===== src/rtl/rfphoenix_thread_ready.sv =====
// rfphoenix_thread_ready: per-thread readiness tracker for the round-robin
// thread selector. Each hardware thread has a small state machine
// (OFF / READY / INFLIGHT / WAIT) and a wait counter. Only READY threads are
// requested, and a thread granted or halted this cycle is masked at once.
// This keeps a thread to at most one instruction in flight.
module rfphoenix_thread_ready #(
  parameter int                  NTHREADS  = 8,
  parameter logic [NTHREADS-1:0] BOOT_MASK = 'h01,
  parameter int                  WCW       = 8,
  localparam int                 TIDW      = $clog2(NTHREADS),
  localparam int                 NAW       = $clog2(NTHREADS + 1)
) (
  input  logic                clk,
  input  logic                rst,
  input  logic                launch_v,
  input  logic [TIDW-1:0]     launch_tid,
  input  logic                halt_v,
  input  logic [TIDW-1:0]     halt_tid,
  input  logic                sel_v,
  input  logic [TIDW-1:0]     sel_tid,
  input  logic                ret_v,
  input  logic [TIDW-1:0]     ret_tid,
  input  logic                ret_wait,
  input  logic [WCW-1:0]      ret_cycles,
  input  logic                wake_v,
  input  logic [TIDW-1:0]     wake_tid,
  output logic [NTHREADS-1:0] ready,
  output logic [NAW-1:0]      nactive,
  output logic                err
);

  typedef enum logic [1:0] {
    ST_OFF      = 2'd0,
    ST_READY    = 2'd1,
    ST_INFLIGHT = 2'd2,
    ST_WAIT     = 2'd3
  } state_e;

  localparam int TIDN = 1 << TIDW;

  // Bit i set when thread id i names a real thread.
  localparam logic [TIDN-1:0] TID_OK = {TIDN{1'b1}} >> (TIDN - NTHREADS);

  function automatic logic [NAW-1:0] count_boot(input logic [NTHREADS-1:0] m);
    logic [NAW-1:0] n;
    n = '0;
    for (int i = 0; i < NTHREADS; i++) begin
      if (m[i]) n = n + NAW'(1);
    end
    return n;
  endfunction

  localparam logic [NAW-1:0] BOOT_CNT = count_boot(BOOT_MASK);

  state_e         state_q [NTHREADS];
  state_e         state_d [NTHREADS];
  logic [WCW-1:0] cnt_q   [NTHREADS];
  logic [WCW-1:0] cnt_d   [NTHREADS];
  logic           err_q, err_d;
  logic [NAW-1:0] nactive_q, nactive_d;

  logic [NTHREADS-1:0] launch_hit, halt_hit, sel_hit, ret_hit, wake_hit;
  logic                tid_err;

  // Decode each event into a per-thread hit vector and flag ids beyond the last thread.
  always_comb begin
    for (int t = 0; t < NTHREADS; t++) begin
      launch_hit[t] = launch_v && (launch_tid == TIDW'(t));
      halt_hit[t]   = halt_v   && (halt_tid   == TIDW'(t));
      sel_hit[t]    = sel_v    && (sel_tid    == TIDW'(t));
      ret_hit[t]    = ret_v    && (ret_tid    == TIDW'(t));
      wake_hit[t]   = wake_v   && (wake_tid   == TIDW'(t));
    end
    tid_err = (launch_v && !TID_OK[launch_tid]) ||
              (halt_v   && !TID_OK[halt_tid])   ||
              (sel_v    && !TID_OK[sel_tid])    ||
              (ret_v    && !TID_OK[ret_tid])    ||
              (wake_v   && !TID_OK[wake_tid]);
  end

  // Per-thread next state: halt overrides everything; illegal events are dropped and raise err.
  always_comb begin
    err_d = err_q | tid_err;
    for (int t = 0; t < NTHREADS; t++) begin
      state_d[t] = state_q[t];
      cnt_d[t]   = cnt_q[t];
      if (halt_hit[t]) begin
        state_d[t] = ST_OFF;
        cnt_d[t]   = '0;
      end else begin
        if (sel_hit[t]    && state_q[t] != ST_READY)    err_d = 1'b1;
        if (ret_hit[t]    && state_q[t] != ST_INFLIGHT) err_d = 1'b1;
        if (launch_hit[t] && state_q[t] != ST_OFF)      err_d = 1'b1;
        case (state_q[t])
          ST_INFLIGHT: begin
            if (ret_hit[t]) begin
              if (ret_wait) begin
                state_d[t] = ST_WAIT;
                cnt_d[t]   = ret_cycles;
              end else begin
                state_d[t] = ST_READY;
              end
            end
          end
          ST_READY: begin
            if (sel_hit[t]) state_d[t] = ST_INFLIGHT;
          end
          ST_WAIT: begin
            if (wake_hit[t]) begin
              state_d[t] = ST_READY;
              cnt_d[t]   = '0;
            end else if (cnt_q[t] > WCW'(1)) begin
              cnt_d[t] = cnt_q[t] - WCW'(1);
            end else if (cnt_q[t] == WCW'(1)) begin
              state_d[t] = ST_READY;
              cnt_d[t]   = '0;
            end
          end
          default: begin
            if (launch_hit[t]) state_d[t] = ST_READY;
          end
        endcase
      end
    end
  end

  // Population count of live threads, registered so it trails state by one cycle.
  always_comb begin
    nactive_d = '0;
    for (int t = 0; t < NTHREADS; t++) begin
      if (state_q[t] != ST_OFF) nactive_d = nactive_d + NAW'(1);
    end
  end

  // Request vector: READY threads, minus any granted or halted in this very cycle.
  always_comb begin
    for (int t = 0; t < NTHREADS; t++) begin
      ready[t] = (state_q[t] == ST_READY) && !sel_hit[t] && !halt_hit[t];
    end
  end

  // State registers; reset drops all in-flight and wait status and reboots BOOT_MASK threads.
  always_ff @(posedge clk) begin
    if (rst) begin
      for (int t = 0; t < NTHREADS; t++) begin
        state_q[t] <= BOOT_MASK[t] ? ST_READY : ST_OFF;
        cnt_q[t]   <= '0;
      end
      err_q     <= 1'b0;
      nactive_q <= BOOT_CNT;
    end else begin
      for (int t = 0; t < NTHREADS; t++) begin
        state_q[t] <= state_d[t];
        cnt_q[t]   <= cnt_d[t];
      end
      err_q     <= err_d;
      nactive_q <= nactive_d;
    end
  end

  assign nactive = nactive_q;
  assign err     = err_q;

endmodule

===== config.mk =====
export PLATFORM = sky130hd
export DESIGN_NAME = rfphoenix_thread_ready
export DESIGN_NICKNAME = d
export VERILOG_FILES = /design/src/rtl/rfphoenix_thread_ready.sv
export SDC_FILE = /design/constraint.sdc
export NUM_CORES = 1
export LEC_CHECK = 0
export CORE_MARGIN = 3
export CORE_UTILIZATION = 60
export DETAILED_ROUTE_END_ITERATION = 8
export PLACE_DENSITY = 0.81
export RECOVER_POWER = 50
export SYNTH_ARGS = -nofsm -noshare
export SYNTH_HDL_FRONTEND = slang
export SYNTH_SLANG_ARGS = --single-unit

===== constraint.sdc =====
create_clock -name clk -period 11.4 [get_ports clk]
set_input_delay 2.28 -clock clk [delete_from_list [all_inputs] [get_ports clk]]
set_output_delay 2.28 -clock clk [all_outputs]
set_load 0.03 [all_outputs]

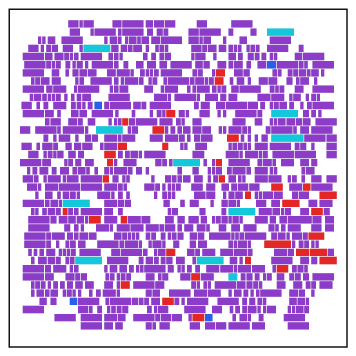
Run 1: cell sizes after repair
(3 px per um)
- purple: _0 and _1 cells (cells 862)
- blue: _3 and _4 cells (cells 4)
- cyan: _6 and larger (cells 11)
- red: _2 cells (cells 34)

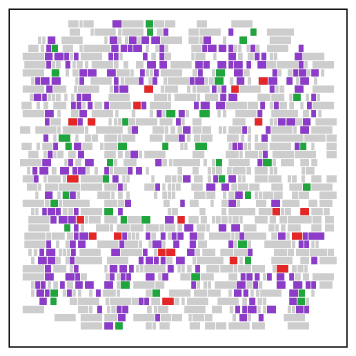
Run 1: gate-type map
(3 px per um)
- purple: inverting AOI/OAI gates (cells 263; most used o21ai_0; where all over the die)
- red: AND-OR and OR-AND gates (cells 20; most used o21a_1)
- green: AND and OR gates (cells 41; where all over the die)
most instantiated logic cell after routing: nor2_1
combinational fraction of the cell area: 61.8%
post-layout instance count excluding filler cells: 1051

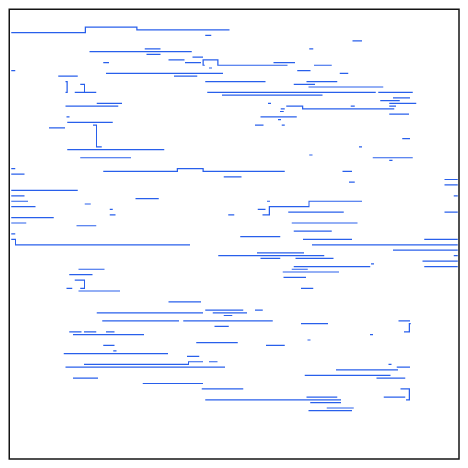
Run 1: M3 wires
(4 px per um)
- share of all routed wire: 7.1%
- wire length on this layer: 1330 um
- nets with wire on the layer: 107
- main direction: horizontal

==> results_dict.tcl, run 1 <==
# place-and-route summary
set metrics [dict create \
    run_status "completed" \
    power.density_nw_per_um2 136 \
    post-route-drc-count 0 \
    final_hold_viol_count 0 \
    worst_hold_slack_ns 0.492 \
    fp.coreArea_um2 10900 \
    max-clock-path-buffers 2 \
    largest_clock_skew_in_the_final_design_ns 0.0121 \
    max_cap_viol_count 0 \
    timing.final.ws_setup_ns 4.96 \
    wl_per_cell_um 17.8 \
    power.static_leakage_nw 2.78 \
    clock_tree_area_fraction_pct 4.02 \
    hp-class "reg2reg" \
    worst_slew_margin_rel_pct 13.4 \
    place_hpwl_um 13700 \
    routed-wl-met2_um 8820 \
    synth-edff-count 0 \
    crit_cells 5 \
    finalWorstPathRequiredPeriod_ns 6.44 \
    synth_area_um2 6750 \
    number_of_flip_flops_under_the_largest_register_name 64 \
    n_antenna_cell 0 \
    rsz_0062_raised_after_global_routing "false" \
    global_route.overflow_total 0 \
    floorplan.core_util_pct 61.7 \
    number_of_cells_in_the_design_after_placement 1035 \
    timing.reg2reg.worst_path_depth 20 \
    timing.critical_path.max_delay_family "buffers and inverters" \
    flop-count 85 \
    cts-htree-levels 3 \
    seq-power_mw 0.329 \
    clock_tree_from_tritoncts "built" \
    worst-endpoint-arrival_ns 4.16 \
    fillers 936 \
    synthMuxAreaShare_pct 1.46 \
    worstHoldEndpoint "cnt_q[1][7]" \
    switchingPower_mw 0.367 \
    timing.critical_path.cells "clkdlybuf4s50_1, nand2b_1, nor3_1, nor2_1, clkdlybuf4s50_1" \
    synthToLayoutAreaGrowth_pct 10.7 \
    seqAreaFraction_pct 22.8 \
    final_layout_top_logic_cells "114 x nor2_1, 94 x o21ai_0, 85 x dfxtp_1, 67 x inv_1, 63 x ha_1" \
    hold_depth 2 \
    critPathCaptureType "output port" \
    rows 38 \
    ctsHoldBuffers 0 \
    finalWeightedCongestion 0.957 \
    path_max_fanout 7 \
    post_synth.cell_area_avg_um2 7.55 \
    seq_power_share_pct 32.3 \
    yosysSeqAreaShare_pct 25.2 \
    via_count_of_the_first_global_routing_pass 6352 \
    dominant_power_group "combinational logic" \
    grt_use_met2_pct 49.8 \
    post_synth_fa_ha_maj_area_fraction_pct 11.7 \
    synthDominantCellAreaShare_pct 25.2 \
    synthXorXnorAreaFrac_pct 2.71 \
    wire_length_after_detailed_routing_um 18700 \
    number_of_nets_in_the_layout 1000 \
    timing.final.crit_share_pct 56.4 \
    dr.pass1.iters 5 \
    finalSetupTns_ns 0 \
    met3_usage_pct 4.53 \
    achievable-frequency_mhz 155 \
    slew_viol_final 0 \
    final_area_um2 7470 \
    power_switching_share_pct 36.1 \
    critical-path-max-stage-delay_ns 0.62 \
    m1WireLength_um 7950 \
    final_core_util_pct 68.4 \
    power.clock.fraction_pct 30.0 \
    grt_util_met1_pct 38.8 \
    largest_area_cell "dfxtp_1" \
    tapcell.inserted 140 \
    route.top_layer_used "met4" \
    total_power_mw 1.02 \
    antenna_found_initial 0 \
    drt-vias-per-instance 6.51 \
    critical_path_class "in2out" \
    clkLatencyLatePin_ns 0.36 \
    worst_path_max_delay_cell "clkdlybuf4s50_1" \
    final_layout_size_suffix_gt1_share_pct 5.38 \
    non_clock_inverter_count 67 \
    regMostFlops "cnt_q" \
    chip_area_um2 12600 \
    synth.yosys.num_cells 894 \
    met3_wirelength_um 1330 \
    clockBufferCount 9 \
    yosys.cell_types.count 66 \
    finalSetupViolations 0 \
    crit_path_start_kind "primary input" \
    drt-initial-drc-count 665 \
    tightestPinTransition_ns 1.29 \
    final_antenna_net_count 0 \
    r2r_setup_slack_ns 6.85 \
    cp-startpoint "halt_tid[2]" \
    reg2reg_start "state_q[0][2]" \
    post_cts.resized_instances 0 \
    grt_max_degree 17 \
    power.share.combinational_pct 37.7 \
    non_clock_buffer_count_in_the_final_layout 43 \
    area_leaders "dfxtp_1 25%, ha_1 12%, o21ai_0 6.9%, nor2_1 6.3%, a22oi_1 4.6%" \
    global_route_wire_length_before_repair_um 30700 \
    cts-buffers-inserted 9 \
    rr_endpoint "nactive[3]" \
    critical_path_buf_inv_count 2 \
    p_int_mw 0.650 \
    power_clock_mw 0.305 \
    layout.comb_gates.multi_input 700 \
    clk_transition_reported_paths_ns 0.06 \
    buffer_ports.inserted 43 \
    synth_cells 894 \
    synth_flops 85 \
    ctsRootBufferMaster "clkbuf_16" \
    powerComb_mw 0.384 \
    vias 6840 \
    yosys-dominant-comb-family "AND-OR/OR-AND gates" \
    pin_count 44 \
    floorplan.die.height_um 112 \
    yosys.area_share.aoi_pct 27.5 \
    postCtsSetupBuffers 0 \
    worst_hold_startpoint "cnt_q[1][7]" \
    place_area_um2 7170 \
    buffer_area_share_pct 5.76 \
    timing.critical_path.required_ns 9.12 \
    netlist_top_cells_count "114 x nor2_1, 93 x o21ai_0, 85 x dfxtp_1" \
    top_cell "nor2_1" \
    synth_simple_gate_area_share_pct 25.0 \
    synth_top_flop_cell "dfxtp_1" \
    final-seq-area_um2 1700 \
    critical-path-top-cell-by-count "clkdlybuf4s50_1" \
    gr-max-usage-layer "met2" \
    ys_warn_count 0 \
    vdd.ir_drop.worst_mv 0.128 \
    cts_sinks 85 \
    grt_use_total_pct 29.8 \
    synthesis.nets 988 \
    layout.cells.largest_class "logic gates" \
    combGateArea_um2 4620 \
    pre_cts_ws_ns 5.01 \
]
## Run 2: what changed since run 1
Clock period 11.4 ns to 6.1 ns, I/O delays scaled along.
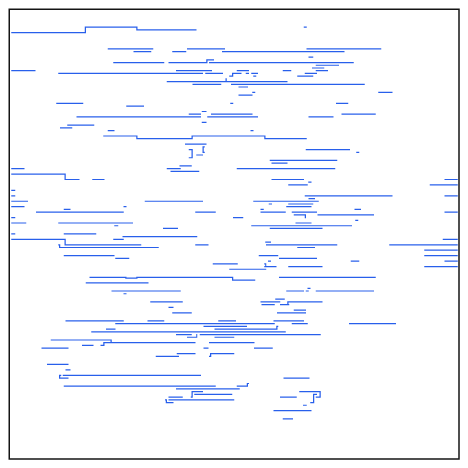
Run 2: M3 wires
(4 px per um)
- main direction: horizontal
- share of all routed wire: 8.7%

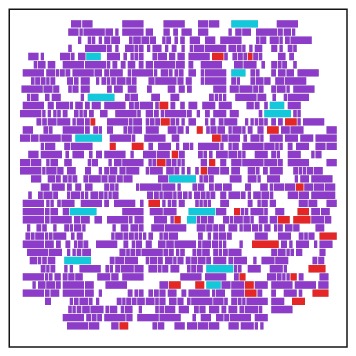
Run 2: cell sizes after repair
(3 px per um)
- red: _2 cells (cells 34)
- cyan: _6 and larger (cells 14)
- purple: _0 and _1 cells (cells 864)
final worst slack: 1.72 ns
non-clock buffer count in the final layout: 44
post-route cell area: 7470 um^2

==> run 2 against run 1 <==
Power is 86% higher. Final area is essentially flat. Synthesized cell count stayed put. Global-route usage up 0.38 points. Sequential power increased by 87%. Flip-flop count did not move. First-iteration DRC count grew 4.7%. Die area is the same. Synthesized area did not move. Final cell count hardly changed. Critical path type unchanged. Critical endpoint is now ready[2].
==> results_dict.tcl, run 2 <==
# place-and-route summary
set metrics [dict create \
    run_status "completed" \
    final_layout_top_logic_cells "114 x nor2_1, 94 x o21ai_0, 85 x dfxtp_1, 67 x inv_1, 63 x ha_1" \
    power.static_leakage_nw 2.79 \
    post-route-drc-count 0 \
    critical-path-top-cell-by-count "clkdlybuf4s50_1" \
    reg2reg_start "state_q[0][0]" \
    timing.final.crit_share_pct 71.8 \
    synth.yosys.num_cells 894 \
    chip_area_um2 12600 \
    fillers 922 \
    clk_transition_reported_paths_ns 0.06 \
    post_cts.resized_instances 0 \
    grt_util_met1_pct 40.1 \
    path_max_fanout 10 \
    synth_simple_gate_area_share_pct 25.0 \
    combGateArea_um2 4610 \
    rr_endpoint "nactive[3]" \
    post_synth.cell_area_avg_um2 7.55 \
    place_hpwl_um 14000 \
    worst_path_max_delay_cell "clkdlybuf4s50_1" \
    seq_power_share_pct 32.6 \
    finalSetupTns_ns 0 \
    power.clock.fraction_pct 29.6 \
    layout.cells.largest_class "logic gates" \
    final-seq-area_um2 1700 \
    slew_viol_final 0 \
    synthXorXnorAreaFrac_pct 2.71 \
    fp.coreArea_um2 10900 \
    number_of_nets_in_the_layout 1001 \
    seqAreaFraction_pct 22.8 \
    synth_area_um2 6750 \
    hp-class "reg2reg" \
    synth_flops 85 \
    final_antenna_net_count 0 \
    finalSetupViolations 0 \
    tightestPinTransition_ns 1.27 \
    route.top_layer_used "met5" \
    timing.reg2reg.worst_path_depth 20 \
    area_leaders "dfxtp_1 25%, ha_1 12%, o21ai_0 6.9%, nor2_1 6.3%, a22oi_1 4.6%" \
    place_area_um2 7170 \
    power_clock_mw 0.558 \
    number_of_cells_in_the_design_after_placement 1035 \
    floorplan.core_util_pct 61.7 \
    clock_tree_area_fraction_pct 3.99 \
    yosys.area_share.aoi_pct 27.5 \
    worst_slew_margin_rel_pct 14.5 \
    final_layout_size_suffix_gt1_share_pct 5.26 \
    top_cell "nor2_1" \
    power.density_nw_per_um2 253 \
    max_cap_viol_count 0 \
    cts-buffers-inserted 9 \
    cp-startpoint "sel_tid[0]" \
    tapcell.inserted 140 \
    p_int_mw 1.21 \
    cts-htree-levels 3 \
    clockBufferCount 14 \
    grt_max_degree 17 \
    seq-power_mw 0.615 \
    buffer_area_share_pct 5.83 \
    dr.pass1.iters 6 \
    pin_count 44 \
    worstHoldEndpoint "cnt_q[0][22]" \
    power.share.combinational_pct 37.9 \
    hold_depth 2 \
    timing.critical_path.required_ns 4.88 \
    cts_sinks 85 \
    dominant_power_group "combinational logic" \
    grt_use_total_pct 30.2 \
    worst-endpoint-arrival_ns 3.16 \
    synthToLayoutAreaGrowth_pct 10.6 \
    drt-initial-drc-count 696 \
]
## Run 3: what changed since run 2
Settings changed: CORE_UTILIZATION 60 to 55, PLACE_DENSITY 0.81 to 0.78.
Clock period 6.1 ns to 3.65 ns, I/O delays scaled along.
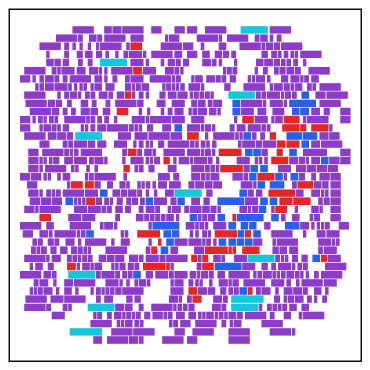
Run 3: cell sizes after repair
(3 px per um)
- blue: _3 and _4 cells (cells 55)
- cyan: _6 and larger (cells 11)
- purple: _0 and _1 cells (cells 839)
- red: _2 cells (cells 50)

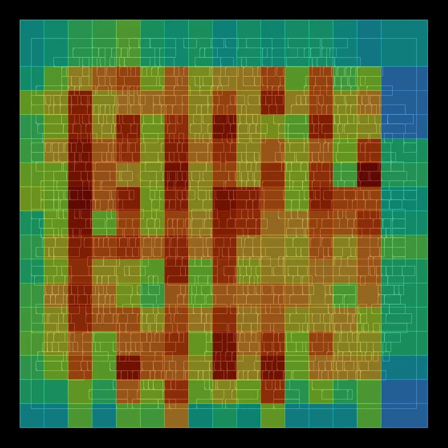
Run 3: congestion heat map
global routing usage summed across all routing layers: 29.3%
fin util: 67.9%
detail-routed net length per standard cell: 18.0 um
met1 usage in global routing: 38.9%
busiest layer in global routing: met2

==> run 3 against run 2 <==
Count of clock-buffer cells in the layout decreased by 2. Sequential share of layout area decreased by 1.3 points. Largest power group unchanged. Non-clock buffer count increased by 43. Global-route usage decreased by 0.84 points. The run now ends with setup timing left.
==> results_dict.tcl, run 3 <==
# place-and-route summary
set metrics [dict create \
    run_status "complete, but fails checks" \
    violated_checks "setup timing" \
    pre_cts_ws_ns -0.263 \
    critical_path_class "reg2reg" \
    worst_slew_margin_rel_pct 12.4 \
    clk_transition_reported_paths_ns 0.06 \
    worst_path_max_delay_cell "dfxtp_2" \
    tapcell.inserted 143 \
    clock_tree_area_fraction_pct 3.89 \
    path_max_fanout 3 \
    switchingPower_mw 1.23 \
    power.static_leakage_nw 3.02 \
    route.top_layer_used "met4" \
    timing.critical_path.required_ns 3.92 \
    number_of_nets_in_the_layout 1044 \
    finalSetupViolations 3 \
    ffs_w_async_s_r_synth_pct 0 \
    worst-endpoint-arrival_ns 4.13 \
    cts_sinks 85 \
    power_clock_mw 0.987 \
    routed-wl-met2_um 8990 \
    clockBufferCount 12 \
    largest_area_cell "dfxtp_1" \
    crit_path_start_kind "flop" \
    non_clock_buffer_count_in_the_final_layout 87 \
    number_of_flip_flops_under_the_largest_register_name 64 \
    timing.critical_path.cells "inv_2, ha_4, ha_4, xnor2_2, ha_1, nand2b_1, nand2_1, ha_1, nor2b_4, a21oi_2, nand2_1, ha_1, nor2_2, a31oi_2, ha_2, nor2b_4, xnor3_1, and2_4, a31o_1, mux2i_1" \
    layout.comb_gates.multi_input 700 \
    antenna_found_initial 0 \
    floorplan.die.height_um 117 \
    final_antenna_net_count 0 \
    rsz_0062_raised_after_global_routing "true" \
    comb_area_share_pct 59.6 \
    synth_flops 85 \
    synthXorXnorAreaFrac_pct 2.71 \
    wire_length_after_detailed_routing_um 19800 \
    netlist_top_cells_count "114 x nor2_1, 93 x o21ai_0, 85 x dfxtp_1" \
    timing.final.crit_share_pct 106 \
    synthesis.nets 988 \
    critical-path-top-cell-by-count "ha_1" \
    global_route.overflow_total 0 \
    clkLatencyLatePin_ns 0.35 \
    dominant_power_group "combinational logic" \
    ys_area_um2 6750 \
    synth.yosys.num_cells 894 \
    floorplan.core_util_pct 57.6 \
    largest_clock_skew_in_the_final_design_ns 0.00609 \
    m1WireLength_um 8330 \
    non_clock_inverter_count 67 \
    achievable-frequency_mhz 259 \
    cp-endpoint "nactive[3]" \
    buffer_ports.inserted 43 \
    drt-initial-drc-count 555 \
    dr.pass1.iters 5 \
    cts-buffers-inserted 9 \
    power.share.combinational_pct 43.7 \
    die_w_um 117 \
    finalSetupTns_ns -0.536 \
    area_leaders "dfxtp_1 25%, ha_1 12%, o21ai_0 6.9%, nor2_1 6.3%, a22oi_1 4.6%" \
    cts-htree-levels 3 \
    finalNonFillerCells 1098 \
    tightestPinTransition_ns 1.30 \
    chip_area_um2 13600 \
    layout.cells.largest_class "logic gates" \
    combGateArea_um2 4740 \
    crit_cells 20 \
    hold_depth 2 \
    vias 7166 \
    yosysSeqAreaShare_pct 25.2 \
    fillers 980 \
    finalWeightedCongestion 0.922 \
    final_area_um2 7950 \
    power.clock.fraction_pct 27.7 \
    synth_simple_gate_area_share_pct 25.0 \
    synthMuxAreaShare_pct 1.46 \
    power_switching_share_pct 34.6 \
    rr_endpoint "nactive[3]" \
    synth_area_um2 6750 \
    r2r_setup_slack_ns -0.21 \
    synthToLayoutAreaGrowth_pct 17.7 \
    lay_top_count "nor2_1" \
    p_int_mw 2.33 \
    cp-startpoint "state_q[0][2]" \
    worstHoldEndpoint "cnt_q[0][22]" \
    synth_top_flop_cell "dfxtp_1" \
    timing.critical_path.max_delay_family "adder cells" \
    drt-vias-per-instance 6.53 \
    slew_viol_final 0 \
    ctsHoldBuffers 0 \
    final_hold_viol_count 0 \
    worst_hold_slack_ns 0.498 \
    place_area_um2 7490 \
    synth_cells 894 \
    seq-power_mw 1.02 \
    top_cell "nor2_1" \
    final_layout_top_logic_cells "112 x nor2_1, 95 x o21ai_0, 79 x dfxtp_1, 61 x inv_1, 61 x nand2_1" \
    fp.coreArea_um2 11700 \
    timing.reg2reg.worst_path_depth 20 \
    number_of_cells_in_the_design_after_placement 1073 \
    final_layout_size_suffix_gt1_share_pct 12.1 \
    grt_use_met2_pct 46.7 \
    buffer_area_share_pct 9.53 \
    max_cap_viol_count 0 \
    critical-path-max-stage-delay_ns 0.33 \
    post_cts.resized_instances 16 \
    finalWorstPathRequiredPeriod_ns 3.86 \
    postCtsSetupBuffers 5 \
    synthDominantCellAreaShare_pct 25.2 \
    post_synth.cell_area_avg_um2 7.55 \
    stage_log_warnings 69 \
    seq_power_share_pct 28.7 \
    power.density_nw_per_um2 449 \
    pin_count 44 \
    rows 39 \
    max-clock-path-buffers 2 \
    via_count_of_the_first_global_routing_pass 6665 \
    ctsRootBufferMaster "clkbuf_16" \
    clock_tree_from_tritoncts "built" \
    final-seq-area_um2 1710 \
    place_hpwl_um 14100 \
    timing.final.ws_setup_ns -0.207 \
    post-route-drc-count 0 \
    met3_usage_pct 4.22 \
    hp-class "reg2reg" \
    reg2reg_start "state_q[0][2]" \
    grt_max_degree 17 \
    powerComb_mw 1.56 \
    seqAreaFraction_pct 21.5 \
    vdd.ir_drop.worst_mv 0.244 \
    ys_warn_count 0 \
    yosys.area_share.aoi_pct 27.5 \
]
Power is estimated from default activity; no workload was simulated.
